==> src/rtl/triangle_wave_analyzer_pkg.sv <==
// Shared types and default sizing for the triangle wave analyzer.
// One instance per DAC axis imports this package.
package triangle_wave_analyzer_pkg;

  localparam int DATA_W_DEF   = 8;
  localparam int PERIOD_W_DEF = 10;
  localparam int STEP_MAX_DEF = 1;

  typedef enum logic [1:0] {
    IDLE    = 2'd0,
    FIRST   = 2'd1,
    RISING  = 2'd2,
    FALLING = 2'd3
  } tw_state_e;

endpackage

==> src/rtl/triangle_period_counter.sv <==
// Saturating sample counter for period measurement.
// zero beats restart, and restart beats increment.
module triangle_period_counter #(
  parameter int W = 10
) (
  input  logic         clk,
  input  logic         rst_n,
  input  logic         clear,
  input  logic         inc,
  input  logic         restart,
  input  logic         zero,
  output logic [W-1:0] count,
  output logic         sat
);

  localparam logic [W-1:0] CNT_MAX = {W{1'b1}};
  localparam logic [W-1:0] CNT_ONE = {{(W-1){1'b0}}, 1'b1};

  assign sat = (count == CNT_MAX);

  // Counter register with load-zero, load-one and saturating increment
  always_ff @(posedge clk or negedge rst_n) begin
    if (!rst_n) begin
      count <= {W{1'b0}};
    end else if (clear || zero) begin
      count <= {W{1'b0}};
    end else if (restart) begin
      count <= CNT_ONE;
    end else if (inc && !sat) begin
      count <= count + CNT_ONE;
    end else begin
      count <= count;
    end
  end

endmodule

==> src/rtl/triangle_wave_analyzer.sv <==
// Receive-side checker for triangle DAC sample streams: slope tracking,
// peak/trough capture, period measurement, slope-step checking and lock.
module triangle_wave_analyzer
  import triangle_wave_analyzer_pkg::*;
#(
  parameter int DATA_W   = DATA_W_DEF,
  parameter int PERIOD_W = PERIOD_W_DEF,
  parameter int STEP_MAX = STEP_MAX_DEF
) (
  input  logic                clk,
  input  logic                rst_n,
  input  logic [DATA_W-1:0]   sample_in,
  input  logic                sample_valid,
  input  logic                clear,
  output logic                dir_up,
  output logic                peak_pulse,
  output logic                trough_pulse,
  output logic [DATA_W-1:0]   vmax,
  output logic [DATA_W-1:0]   vmin,
  output logic [PERIOD_W-1:0] period,
  output logic                period_valid,
  output logic                step_err,
  output logic                locked
);

  localparam logic [DATA_W:0] STEP_LIM = (DATA_W + 1)'(STEP_MAX);

  tw_state_e             state_r, state_n;
  logic [DATA_W-1:0]     prev_r, prev_n;
  logic                  have_trough_r, have_trough_n;
  logic                  dir_n, peak_n, trough_n, pv_n, err_n, locked_n;
  logic [DATA_W-1:0]     vmax_n, vmin_n;
  logic [PERIOD_W-1:0]   period_n;
  logic                  cnt_inc, cnt_restart, cnt_zero, cnt_sat;
  logic [PERIOD_W-1:0]   cnt;
  logic [DATA_W:0]       delta;
  logic                  step_viol;

  triangle_period_counter #(.W(PERIOD_W)) u_cnt (
    .clk     (clk),
    .rst_n   (rst_n),
    .clear   (clear),
    .inc     (cnt_inc),
    .restart (cnt_restart),
    .zero    (cnt_zero),
    .count   (cnt),
    .sat     (cnt_sat)
  );

  // Widened so that 255->0 is seen as a full-scale jump, not a wrap
  assign delta = (sample_in >= prev_r) ? ({1'b0, sample_in} - {1'b0, prev_r})
                                       : ({1'b0, prev_r} - {1'b0, sample_in});
  assign step_viol = (delta > STEP_LIM);

  // Next-state and next-output decode for one accepted sample
  always_comb begin
    state_n       = state_r;
    prev_n        = prev_r;
    have_trough_n = have_trough_r;
    dir_n         = dir_up;
    peak_n        = 1'b0;
    trough_n      = 1'b0;
    pv_n          = 1'b0;
    err_n         = 1'b0;
    locked_n      = locked;
    vmax_n        = vmax;
    vmin_n        = vmin;
    period_n      = period;
    cnt_inc       = 1'b0;
    cnt_restart   = 1'b0;
    cnt_zero      = 1'b0;
    if (sample_valid && !clear) begin
      prev_n  = sample_in;
      cnt_inc = 1'b1;
      if (state_r == IDLE) begin
        state_n = FIRST;
      end else if (step_viol) begin
        err_n         = 1'b1;
        locked_n      = 1'b0;
        have_trough_n = 1'b0;
        cnt_zero      = 1'b1;
        state_n       = FIRST;
      end else begin
        case (state_r)
          FIRST: begin
            if (sample_in > prev_r) begin
              state_n = RISING;
              dir_n   = 1'b1;
            end else if (sample_in < prev_r) begin
              state_n = FALLING;
              dir_n   = 1'b0;
            end else begin
              state_n = FIRST;
            end
          end
          RISING: begin
            if (sample_in < prev_r) begin
              peak_n  = 1'b1;
              vmax_n  = prev_r;
              state_n = FALLING;
              dir_n   = 1'b0;
            end else begin
              state_n = RISING;
            end
          end
          FALLING: begin
            if (sample_in > prev_r) begin
              trough_n      = 1'b1;
              vmin_n        = prev_r;
              state_n       = RISING;
              dir_n         = 1'b1;
              cnt_restart   = 1'b1;
              have_trough_n = 1'b1;
              // A saturated count means the period is unknown, so lock is lost
              if (cnt_sat) begin
                locked_n = 1'b0;
              end else if (have_trough_r) begin
                period_n = cnt;
                pv_n     = 1'b1;
                locked_n = 1'b1;
              end else begin
                locked_n = locked;
              end
            end else begin
              state_n = FALLING;
            end
          end
          default: begin
            state_n = IDLE;
          end
        endcase
      end
    end else begin
      cnt_inc = 1'b0;
    end
  end

  // State and registered outputs; clear acts exactly like rst_n
  always_ff @(posedge clk or negedge rst_n) begin
    if (!rst_n) begin
      state_r       <= IDLE;
      prev_r        <= {DATA_W{1'b0}};
      have_trough_r <= 1'b0;
      dir_up        <= 1'b0;
      peak_pulse    <= 1'b0;
      trough_pulse  <= 1'b0;
      vmax          <= {DATA_W{1'b0}};
      vmin          <= {DATA_W{1'b0}};
      period        <= {PERIOD_W{1'b0}};
      period_valid  <= 1'b0;
      step_err      <= 1'b0;
      locked        <= 1'b0;
    end else if (clear) begin
      state_r       <= IDLE;
      prev_r        <= {DATA_W{1'b0}};
      have_trough_r <= 1'b0;
      dir_up        <= 1'b0;
      peak_pulse    <= 1'b0;
      trough_pulse  <= 1'b0;
      vmax          <= {DATA_W{1'b0}};
      vmin          <= {DATA_W{1'b0}};
      period        <= {PERIOD_W{1'b0}};
      period_valid  <= 1'b0;
      step_err      <= 1'b0;
      locked        <= 1'b0;
    end else begin
      state_r       <= state_n;
      prev_r        <= prev_n;
      have_trough_r <= have_trough_n;
      dir_up        <= dir_n;
      peak_pulse    <= peak_n;
      trough_pulse  <= trough_n;
      vmax          <= vmax_n;
      vmin          <= vmin_n;
      period        <= period_n;
      period_valid  <= pv_n;
      step_err      <= err_n;
      locked        <= locked_n;
    end
  end

endmodule

==> config.mk <==
export PLATFORM = sky130hd
export DESIGN_NAME = triangle_wave_analyzer
export DESIGN_NICKNAME = d
export VERILOG_FILES = /design/src/rtl/triangle_wave_analyzer_pkg.sv /design/src/rtl/triangle_period_counter.sv /design/src/rtl/triangle_wave_analyzer.sv
export SDC_FILE = /design/constraint.sdc
export NUM_CORES = 1
export LEC_CHECK = 0
export CAP_MARGIN = 20
export CORE_MARGIN = 2
export CORE_UTILIZATION = 56
export DETAILED_ROUTE_END_ITERATION = 12
export PLACE_DENSITY = 0.83
export SYNTH_ARGS = -nofsm -noshare
export SYNTH_HDL_FRONTEND = slang
export SYNTH_HIERARCHICAL = 1
export SYNTH_SLANG_ARGS = --single-unit
export TNS_END_PERCENT = 100
==> constraint.sdc <==
create_clock -name clk -period 4.3 [get_ports clk]
set_input_delay 1.29 -clock clk [delete_from_list [all_inputs] [get_ports clk]]
set_output_delay 1.29 -clock clk [all_outputs]
set_load 0.005 [all_outputs]
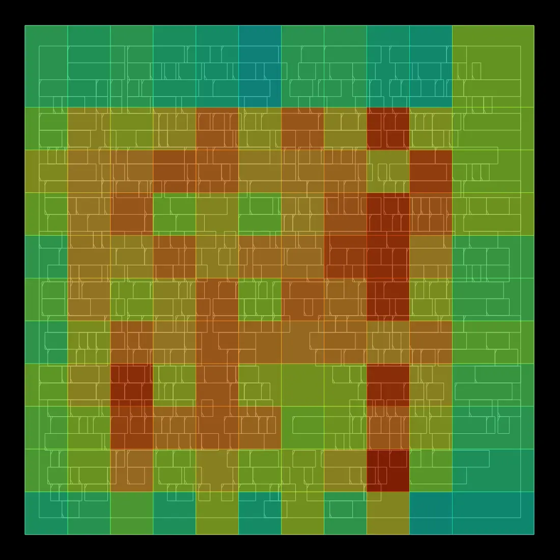
(run_1/final_congestion.png)
global routing usage on met2: 49.60%
met3 routing resource usage after global routing: 4.239%
highest-utilization routing layer at the global route stage: met2

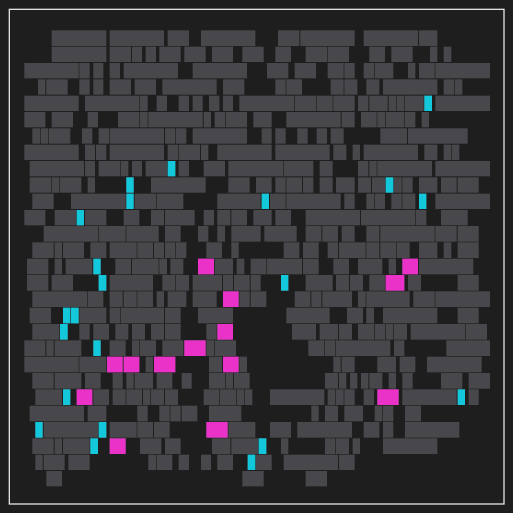
(run_1/gate_families.png)
Drawn at 6 px/µm.
Magenta shows AND-OR and OR-AND gates, cells 14. Cyan shows inverters, cells 22.

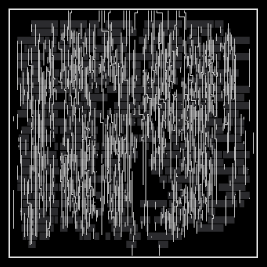
(run_1/met2.png)
Drawn at 3 px/µm.
404 nets have wire on it. The longest straight run is 48.6 µm.
total number of vias: 3,102
wire length after detailed routing: 8832 µm

==> results.cfg, run 1 <==
; flow metrics
[synthesis]
synth.cellmix.xorXnorShare_pct = 1.790
topCellsByArea = dfrtp_1 (39%), ha_1 (6.2%), mux2i_1 (5.6%), nor2_1 (5.0%), a21oi_1 (4.4%)
synth_area_leader_cell = dfrtp_1
fraction_of_the_mapped_netlist_area_in_simple_logic_gates_pct = 19.25
top_cells_by_count = dfrtp_1 (53), nor2_1 (46), a21oi_1 (30)
yosys.cell_count.top_type = dfrtp_1
ys_cells = 375
synth_top_area_share_pct = 38.73
synthesis.area_um2 = 3425
synth_warnings = 6
seq_area_frac_synth_pct = 38.73
postSynth.topFlopCell = dfrtp_1
mux_area_share_pct = 5.554
ys.flops = 53
floorplan.nets = 406
synth-adder-area-share_pct = 7.380
synth-async-reset-ratio_pct = 100.0
postSynthAreaPerCell_um2 = 9.132
netlist_instances = 375
synthTopLogicFamily = AND-OR/OR-AND gates
synth.cellmix.compoundShare_pct = 20.42
yosys_area_um2 = 3425
synth-edff-count = 0
synth.distinct_cells = 54

[timing]
report.final.slew_viol_count = 0
worst_slew_margin_rel_pct = 54.35
setup_tns_ps = 0
worst_slew_pin_slew_ps = 683.3
setup_repair_after_global_routing_missed_its_margin = false
finalHoldViolations = 0
cycle_use_final_pct = 96.77
skew_ps = 6.228
max_clock_freq_mhz = 240.3
final_setup_violation_count = 0
finalWorstPathRequiredPeriod_ps = 4161

[clock_tree]
numCtsBuffers = 5
cts_tree = done
number_of_buffers_added_for_setup_after_cts = 0
clk-insertion-delay-late_ps = 320
cts.path.max_buffers = 2
cts.clk_slew.worst_paths_ps = 110
post_cts_resize_count = 1
root_buffer = clkbuf_8
cts.hold.buffers_added = 0
cts.sinks = 53
ctsHtreeMaxLevel = 2

[cells_and_area]
fin_nets = 471
post_layout_nonfiller_instances = 516
final_layout_size_suffix_gt1_share_pct = 14.06
fill_cells = 456
syn2layout_area_growth_pct = 24.30
finalInstanceArea_um2 = 4257
antennaDiodeCount = 0

[worst_setup_path]
cp_arrival_ps = 4370
crit_path_start_kind = input pin
timing.rr.start = prev_r[0]$_DFFE_PN0P_
worstPathCellList = clkdlybuf4s50_1 -> ha_1 -> fa_1 -> nand2b_1 -> a211oi_1 -> a211oi_1 -> mux2i_1 -> o32ai_2 -> and3_4 -> nor3_1 -> or3_4 -> a211oi_1
crit_required_ps = 4510
worstSetupPathType = in2reg
critical_path.startpoint = sample_in[0]
cp_common_cell = a211oi_1
cpMaxStageDelayCell = or3_4
cp_max_fo = 9
timing.critical_path.max_delay_family = simple AND/OR/NAND/NOR gates
cp_num_buf_inv = 1
timing.critical_path.slowest_cell_delay_ps = 460
critPathCaptureType = flip-flop

[floorplanning]
coreArea_um2 = 5921
chip_area_um2 = 6757
fp-utilization_pct = 57.84
rows = 28
die-height_um = 82.20
ioPinCount = 44
die_w_um = 82.20

[route]
post_drt_via_cell_ratio = 6.012
post-route-drc-count = 0
drtPass1Iterations = 5
routed_wire_length_per_instance_um = 17.12
dr.first_iter.drc_count = 171
antenna_violating_nets_post_route = 0

[worst_hold_path]
min_path_type = reg2reg
hold_path.startpoint = period[4]$_DFFE_PN0P_

[flow_run]
tool_warnings = 34
drv_cap = 0

[global_route]
grt_start_max_net_pins = 45
antenna_violations_before_repair = 0
globalRouteOverflowTotal = 0
grt_first_pass_wirelength_um = 14290
vias_in_the_first_global_route = 2978
grt_usage_pct = 27.27

[outcome]
outcome = completed

[pwr]
max-vdd-ir-drop_mv = 0.1498
leakagePower_uw = 0.001919
powerDensity_nw_per_um2 = 249.4

[place]
placed_cell_area_um2 = 4121
gp_routability_congestion = 0.9427
post-dp-hpwl_um = 6675
dp_cells = 507
portBuffers = 43
run 1: through the flow:
stage,setup slack [ps],power (µW),hold WS [ps],utilization [%]
6_report,138.8,1062,542.3,71.89
2_1_floorplan,229.1,658.1,484.1,-
3_5_place_dp,-345.9,750.2,519.9,69.61
3_3_place_gp,-165.7,745.7,507.8,69.61
4_1_cts,84.55,1065,548.5,71.34
5_1_grt,13.30,1111,566.3,71.89
run 1: registers in the layout, indices dropped and copies added (netlist names):
| signal | flops |
|---|---|
| state_r | 2 |
| locked | 1 |
| vmax | 8 |
| trough_pulse | 1 |
| period | 10 |
| u_cnt/count | 10 |
| period_valid | 1 |
| step_err | 1 |
| dir_up | 1 |
| prev_r | 8 |
| have_trough_r | 1 |
| vmin | 8 |
| peak_pulse | 1 |
run 1: metal layers:
metal  routed length [µm]  track usage, %  up-vias
li1                     -               -     1480
met1                 3656           33.91     1520
met2                 4718           49.60       94
met3                  394           4.239        8
met4                   62           6.000        0
met5                    0               0        -
run 1: worst min-delay path, cell delays in order (launching register included):
cell	delay, ps
dfrtp_1	390
o31ai_1	60
a21oi_1	60
run 1: layout by cell type (no fill, tap or decap), drive strengths merged, types with 3 or more instances in the layout:
cell           synthesis  final
and3                   7      7
clkdlybuf4s50          0     42
buf                   16     41
a211oi                 7      7
o211ai                 6      6
clkbuf                 9      5
dfrtp                 53     53
a21oi                 30     30
and2                   3      3
nand2                 14     14
nand4                 13     13
o31ai                 10     10
ha                    17     17
xnor2                  4      4
nor2                  46     46
a31oi                  3      3
o21ai                 16     16
nor3                   9      9
nand2b                 6      6
nand3                 17     17
mux2i                 19     19
inv                   22     24
nor2b                  8      8
o21a                   7      7
and4                   3      3
xor2                   3      3
run 1: final timing paths:
| path | endpoint | slack, ps | depth (start not counted) |
|---|---|---|---|
| worst max register to register | u_cnt/count[5]$_DFFE_PN0P_ | 1090 | 12 |
| worst min-delay path | period[4]$_DFFE_PN0P_ | 540 | 2 |
| max in group asynchronous | prev_r[4]$_DFFE_PN0P_ | 3110 | 2 |
| worst max-delay path | u_cnt/count[5]$_DFFE_PN0P_ | 140 | 12 |
| worst min register to register | period[4]$_DFFE_PN0P_ | 540 | 2 |
| min in group asynchronous | have_trough_r$_DFFE_PN0P_ | 770 | 1 |
run 1: where the power goes:
part | total (µW) | switching (µW) | internal [µW]
clock | 315 | 193 | 122
combinational | 232 | 125 | 106
sequential | 515 | 10.2 | 504
total | 1060 | 328 | 733
run 1: cell type report:
class | instances | area [µm²] | area share (%)
timing repair buffer | 83 | 775.7 | 18.22
multi-input combinational | 275 | 1881 | 44.18
tap | 75 | 93.84 | 2.205
inverter | 22 | 82.58 | 1.940
clock buffer | 5 | 68.82 | 1.617
clock inverter | 3 | 28.78 | 0.6761
sequential | 53 | 1326 | 31.16
run 1: kinds of logic (layout without fill, tap and decap cells):
group	Yosys count	count (layout)
AND-OR/OR-AND	100	100
XOR/XNOR	7	7
adder cells (fa/ha/maj)	19	19
buffers and inverters	47	113
flip-flops	53	53
multiplexers	19	19
AND/OR/NAND/NOR	130	130
==> run 1 -> run 2 <==
- CAP_MARGIN: 20 -> 40
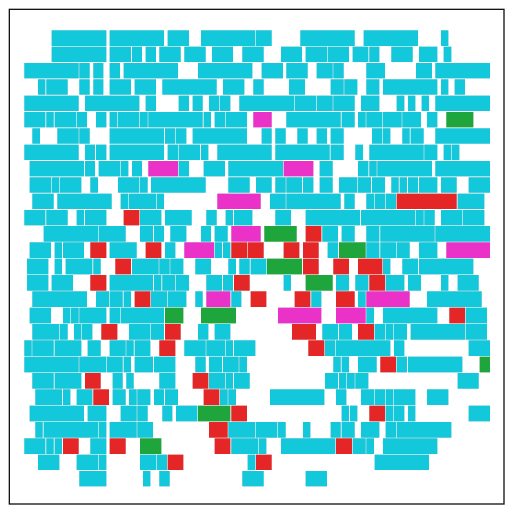
(run_2/drive_strength.png)
Drawn at 6 px/µm.
Cyan shows drive 1 or less, cells 379, most used dfrtp_1. Red shows drive 3 to 4, cells 41, most used buf_4. Green shows drive 2, cells 10, most used nand4_2. Magenta shows drive 6 and up, cells 11, most used clkbuf_8.

==> results.cfg, run 2 <==
; flow metrics
[global_route]
grt_usage_pct = 27.04
grt_start_max_net_pins = 39
globalRouteOverflowTotal = 0
vias_in_the_first_global_route = 2927
grt_first_pass_wirelength_um = 14090
antenna_violations_before_repair = 0

[worst_setup_path]
r2r_cells = 12
timing.rr.start = prev_r[0]$_DFFE_PN0P_
timing.reg2reg.setup_slack_ps = 1150
critPathCaptureType = flip-flop
crit_required_ps = 4520
crit_path_start_kind = input pin
cp_max_fo = 9
critical_register_to_register_path_endpoint = u_cnt/count[9]$_DFFE_PN0P_
worstSetupPathType = in2reg
cp_arrival_ps = 4350

[synthesis]
synth_warnings = 6
topCellsByArea = dfrtp_1 (39%), ha_1 (6.2%), mux2i_1 (5.6%), nor2_1 (5.0%), a21oi_1 (4.4%)
synth_top_area_share_pct = 38.73
postSynthAreaPerCell_um2 = 9.132
postSynth.topFlopCell = dfrtp_1
synth_area_leader_cell = dfrtp_1
ys.flops = 53
yosys.cell_count.top_type = dfrtp_1
floorplan.nets = 406
seq_area_frac_synth_pct = 38.73
synth-async-reset-ratio_pct = 100.0
netlist_instances = 375
ys_cells = 375
synth-edff-count = 0
top_cells_by_count = dfrtp_1 (53), nor2_1 (46), a21oi_1 (30)
yosys_area_um2 = 3425
synth.distinct_cells = 54
synthesis.area_um2 = 3425

[route]
routed-via-count = 3108
antenna_violating_nets_post_route = 0
routed_wire_length_per_instance_um = 16.96
post_drt_via_cell_ratio = 6.023
dr.first_iter.drc_count = 172
post-route-drc-count = 0
wire_length_after_detailed_routing_um = 8752
drtPass1Iterations = 5

[floorplanning]
die_w_um = 82.20
ioPinCount = 44
coreArea_um2 = 5921
chip_area_um2 = 6757
rows = 28
die-height_um = 82.20
fp-utilization_pct = 57.84

[timing]
final_setup_violation_count = 0
max_clock_freq_mhz = 242.4
finalHoldViolations = 0
cycle_use_final_pct = 95.93
worst_slew_margin_rel_pct = 53.00
setup_repair_after_global_routing_missed_its_margin = false
finalWorstPathRequiredPeriod_ps = 4125
report.final.slew_viol_count = 0
skew_ps = 11.94
worst_slew_pin_slew_ps = 703.6

[pwr]
switching_power_uw = 332.2
p_comb_share_pct = 21.8
seq_power_share_pct = 48.3
swShare_pct = 31.18
power_frac_clock_pct = 29.9
leakagePower_uw = 0.001922
max-vdd-ir-drop_mv = 0.1729
cellInternalPower_uw = 733.2
powerDensity_nw_per_um2 = 250.3

[place]
gp_routability_congestion = 0.9427
placed_cell_area_um2 = 4141
dp_cells = 508
portBuffers = 43
post-dp-hpwl_um = 6668

[clock_tree]
ctsHtreeMaxLevel = 2
cts.sinks = 53
numCtsBuffers = 5
cts_tree = done
cts.clk_slew.worst_paths_ps = 110
clk-insertion-delay-late_ps = 320
cts.hold.buffers_added = 0
root_buffer = clkbuf_8
cts.path.max_buffers = 2

[cells_and_area]
fin_nets = 471
reg_top3 = period: 10 flops, u_cnt/count: 10 flops
mostFrequentLayoutCell = dfrtp_1
syn2layout_area_growth_pct = 24.30
fin_util_pct = 71.89
finalInstanceArea_um2 = 4257
final_layout_size_suffix_gt1_share_pct = 14.06
antennaDiodeCount = 0
layout.cells.most_common_list = dfrtp_1 (53), nor2_1 (46), clkdlybuf4s50_1 (42), buf_4 (36), a21oi_1 (30)
post_layout_nonfiller_instances = 516
fill_cells = 465

[worst_hold_path]
min_path_type = reg2reg
hold_path.startpoint = period[4]$_DFFE_PN0P_
whs_endpoint = period[4]$_DFFE_PN0P_
hold-path-cell-count = 2

[flow_run]
drv_cap = 0
tool_warnings = 34

[outcome]
outcome = completed
run 2: cell counts in the layout (fill, tap and decap cells not counted):
Identical to the previous run, type by type.
run 2: worst max path at each step:
stage,startpoint,to,slack (ps),cells past startpoint
3_5_place_dp,sample_in[0],u_cnt/count[8]$_DFFE_PN0P_,-330,12
4_1_cts,sample_in[0],u_cnt/count[8]$_DFFE_PN0P_,100,12
6_report,sample_in[4],u_cnt/count[9]$_DFFE_PN0P_,180,12
3_3_place_gp,sample_in[0],u_cnt/count[8]$_DFFE_PN0P_,-170,12
5_1_grt,sample_in[4],u_cnt/count[6]$_DFFE_PN0P_,7,13
2_1_floorplan,sample_in[4],u_cnt/count[6]$_DFFE_PN0P_,230,16
run 2: power by group through the flow:
stage               clock network (µW)  logic (µW)  registers [µW]
floorplan                            0         137             521
global placement                     0         222             524
detailed placement                   0         228             524
CTS                                322         230             515
global route                       341         256             516
finish                             318         233             515
run 2: cell type report:
type | count | area [µm²] | share of cell area, %
Clock buffer | 5 | 68.82 | 1.617
Clock inverter | 3 | 28.78 | 0.6761
Inverter | 22 | 82.58 | 1.940
Multi-Input combinational cell | 275 | 1881 | 44.18
Sequential cell | 53 | 1326 | 31.16
Tap cell | 75 | 93.84 | 2.205
Timing Repair Buffer | 83 | 775.7 | 18.22
run 2: through the flow:
stage | setup WS [ps] | setup TNS, ps | hold slack, ps | power [µW]
floorplan | 229.1 | 0 | 484.1 | 658.1
global placement | -165.7 | -1104 | 507.8 | 745.7
detailed placement | -334.0 | -2228 | 519.9 | 752.5
CTS | 103.8 | 0 | 543.7 | 1067
global route | 6.858 | 0 | 573.9 | 1113
finish | 175.1 | 0 | 541.9 | 1065
run 2: worst max-delay path, stage by stage:
cell             delay, ps
clkdlybuf4s50_1        510
inv_1                   60
ha_1                   350
and2_4                 170
a221o_1                330
nor3_2                 150
o211ai_1               150
o32ai_2                330
and3_4                 260
nor3_1                  70
or3_4                  460
a211oi_1               210
run 2: cells by family after synthesis:
logic type / count (synthesis) / share of synthesized area, %
xor+xnor: 7 / 1.790
buf+inv: 47 / 6.869
mux: 19 / 5.553
fa+ha+maj: 19 / 7.380
flops: 53 / 38.73
compound gates: 100 / 20.42
simple gates: 130 / 19.26
run 2: layer usage:
layer	GRT usage [%]	routed length, µm	up-vias
li1	-	-	1480
met1	33.89	3692	1527
met2	48.79	4627	97
met3	4.783	397	4
met4	5.167	34	0
met5	0	0	-
run 2: timing repair:
action | 4_1_cts | 5_1_grt
pin swaps | 0 | 1
endpoints found under the setup margin | 1 | 4
gates cloned | 0 | 0
gates resized | 1 | 6
buffers inserted | 0 | 0
==> run 2 -> run 3 <==
- CORE_ASPECT_RATIO: unset -> 0.5
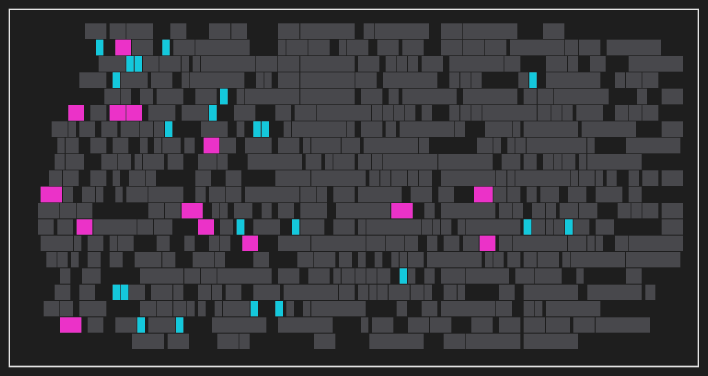
(run_3/gate_families.png)
Drawn at 6 px/µm.
Cyan shows inverters, cells 22. Magenta shows AND-OR and OR-AND gates, cells 14.
most instantiated logic cell after routing: dfrtp_1
final std cells w/o fill: 524

==> results.cfg, run 3 <==
; flow metrics
[worst_setup_path]
critPathCaptureType = flip-flop
worstSetupPathType = in2reg
cpMaxStageDelayCell = or3_4
cp_arrival_ps = 4380
timing.critical_path.slowest_cell_delay_ps = 460
crit_required_ps = 4510
crit_path_start_kind = input pin
worstPathCellList = clkdlybuf4s50_1 -> ha_2 -> fa_1 -> buf_4 -> xor2_1 -> o211ai_1 -> nor2_1 -> o211ai_1 -> o32ai_2 -> and3_4 -> nor3_1 -> or3_4 -> nor3_1
cp_max_fo = 5

[cells_and_area]
antennaDiodeCount = 0
final_layout_size_suffix_gt1_share_pct = 15.66
fill_cells = 456
fin_nets = 477
reg_top3 = period: 10 flops, u_cnt/count: 10 flops
syn2layout_area_growth_pct = 26.93
layout.cells.most_common_list = dfrtp_1 (53), nor2_1 (46), buf_4 (43), clkdlybuf4s50_1 (42), a21oi_1 (29)

[route]
routed_wire_length_per_instance_um = 17.30
routed-via-count = 3173
dr.first_iter.drc_count = 196
antenna_violating_nets_post_route = 0
wire_length_after_detailed_routing_um = 9063
post_drt_via_cell_ratio = 6.055
drtPass1Iterations = 4
post-route-drc-count = 0

[timing]
max_clock_freq_mhz = 240.3
finalHoldViolations = 0
finalWorstPathRequiredPeriod_ps = 4161
final_setup_violation_count = 0
worst_slew_margin_rel_pct = 48.06
skew_ps = 4.317
cycle_use_final_pct = 96.77
report.final.slew_viol_count = 0
setup_repair_after_global_routing_missed_its_margin = false
worst_slew_pin_slew_ps = 777.5
hold-worst-slack_ps = 537.2

[global_route]
grt_first_pass_wirelength_um = 14750
grt_start_max_net_pins = 45
grt_usage_pct = 27.68
globalRouteOverflowTotal = 0
antenna_violations_before_repair = 0
vias_in_the_first_global_route = 3109

[floorplanning]
coreArea_um2 = 5981
die_w_um = 114.6
die-height_um = 59.30
fp-utilization_pct = 57.26
ioPinCount = 44
rows = 20
chip_area_um2 = 6795

[place]
gp_routability_congestion = 0.8804
post-dp-hpwl_um = 6547
dp_cells = 515
portBuffers = 43

[pwr]
power_uw = 1171
powerDensity_nw_per_um2 = 269.5
leakagePower_uw = 0.001964
max-vdd-ir-drop_mv = 0.1526

[synthesis]
synth_area_leader_cell = dfrtp_1
synth.cellmix.xorXnorShare_pct = 1.790
synth_warnings = 6
synthesis.area_um2 = 3425
topCellsByArea = dfrtp_1 (39%), ha_1 (6.2%), mux2i_1 (5.6%), nor2_1 (5.0%), a21oi_1 (4.4%)
synth-async-reset-ratio_pct = 100.0
synth.distinct_cells = 54
synth.cellmix.compoundShare_pct = 20.42
synth_top_area_share_pct = 38.73
postSynth.topFlopCell = dfrtp_1
seq_area_frac_synth_pct = 38.73
ys_cells = 375
ys.flops = 53
floorplan.nets = 406
yosys.cell_count.top_type = dfrtp_1
synth-adder-area-share_pct = 7.380
top_cells_by_count = dfrtp_1 (53), nor2_1 (46), a21oi_1 (30)
netlist_instances = 375
synthTopLogicFamily = AND-OR/OR-AND gates
fraction_of_the_mapped_netlist_area_in_simple_logic_gates_pct = 19.25
yosys_area_um2 = 3425
mux_area_share_pct = 5.554
postSynthAreaPerCell_um2 = 9.132
synth-edff-count = 0

[clock_tree]
number_of_buffers_added_for_setup_after_cts = 0
clk-insertion-delay-late_ps = 290
root_buffer = clkbuf_16
post_cts_resize_count = 0
cts_tree = done
cts.clk_slew.worst_paths_ps = 70
numCtsBuffers = 5
ctsHtreeMaxLevel = 2
cts.hold.buffers_added = 0
cts.path.max_buffers = 2
cts.sinks = 53

[flow_run]
drv_cap = 0
tool_warnings = 34

[outcome]
outcome = completed

[worst_hold_path]
min_path_type = reg2reg
==> run 3: final cells by class <==
type	instances	area [µm²]	area share (%)
Inverter	22	82.58	1.900
Clock buffer	6	138.9	3.195
Timing Repair Buffer	88	788.3	18.13
Multi-Input combinational cell	276	1901	43.72
Tap cell	77	96.34	2.216
Sequential cell	53	1326	30.51
Clock inverter	2	13.76	0.3166
==> run 3: path summary, 6_finish.rpt <==
kind | from | endpoint | slack (ps) | depth (start not counted)
setup reg to reg | prev_r[0]$_DFFE_PN0P_ | u_cnt/count[6]$_DFFE_PN0P_ | 1080 | 13
hold reg to reg | vmax[3]$_DFFE_PN0P_ | vmax[3]$_DFFE_PN0P_ | 540 | 2
setup / recovery | sample_in[0] | u_cnt/count[6]$_DFFE_PN0P_ | 140 | 13
max in group asynchronous | rst_n | vmin[5]$_DFFE_PN0P_ | 2460 | 2
hold / removal | vmax[3]$_DFFE_PN0P_ | vmax[3]$_DFFE_PN0P_ | 540 | 2
min in group asynchronous | rst_n | prev_r[0]$_DFFE_PN0P_ | 1050 | 1
==> run 3: per-layer routing <==
metal / up-vias / wire length [µm] / track usage, %
li1: 1494 / - / -
met1: 1584 / 4077 / 36.18
met2: 78 / 4516 / 48.69
met3: 17 / 349 / 4.090
met4: 0 / 119 / 8.362
met5: - / 0 / 0
==> run 3: logic make-up after synthesis <==
kind of cell | after synthesis
AOI/OAI and AO/OA | 100
xor gates and xnor gates | 7
adders and majority gates | 19
buffers and inverters | 47
DFF | 53
muxes | 19
and+or+nand+nor | 130
==> run 3: through the flow <==
stage / TNS, ps / utilization, % / instance area, µm² / setup WS, ps
after detailed placement: -2021 / 69.50 / 4156 / -252.2
after CTS: 0 / 72.05 / 4309 / 24.58
after global placement: -831.6 / 69.50 / 4156 / -138.7
after global routing: 0 / 72.68 / 4347 / 2.696
after floorplan: 0 / - / 3425 / 229.1
final: 0 / 72.68 / 4347 / 139.0
==> run 3: report_power, final <==
group / switching [µW] / total, µW / internal [µW]
Clock: 183 / 415 / 232
Combinational: 129 / 241 / 112
Sequential: 10.6 / 515 / 505
Total: 323 / 1170 / 849
==> run 3: critical path, delay by kind of cell <==
| kind | cells | cell delay (ps) |
|---|---|---|
| buffers and inverters | 2 | 600 |
| AND-OR/OR-AND | 3 | 610 |
| AND/OR/NAND/NOR | 5 | 1120 |
| XOR/XNOR | 1 | 130 |
| adder cells (fa/ha/maj) | 2 | 610 |
Power and IR drop assume default switching activity.
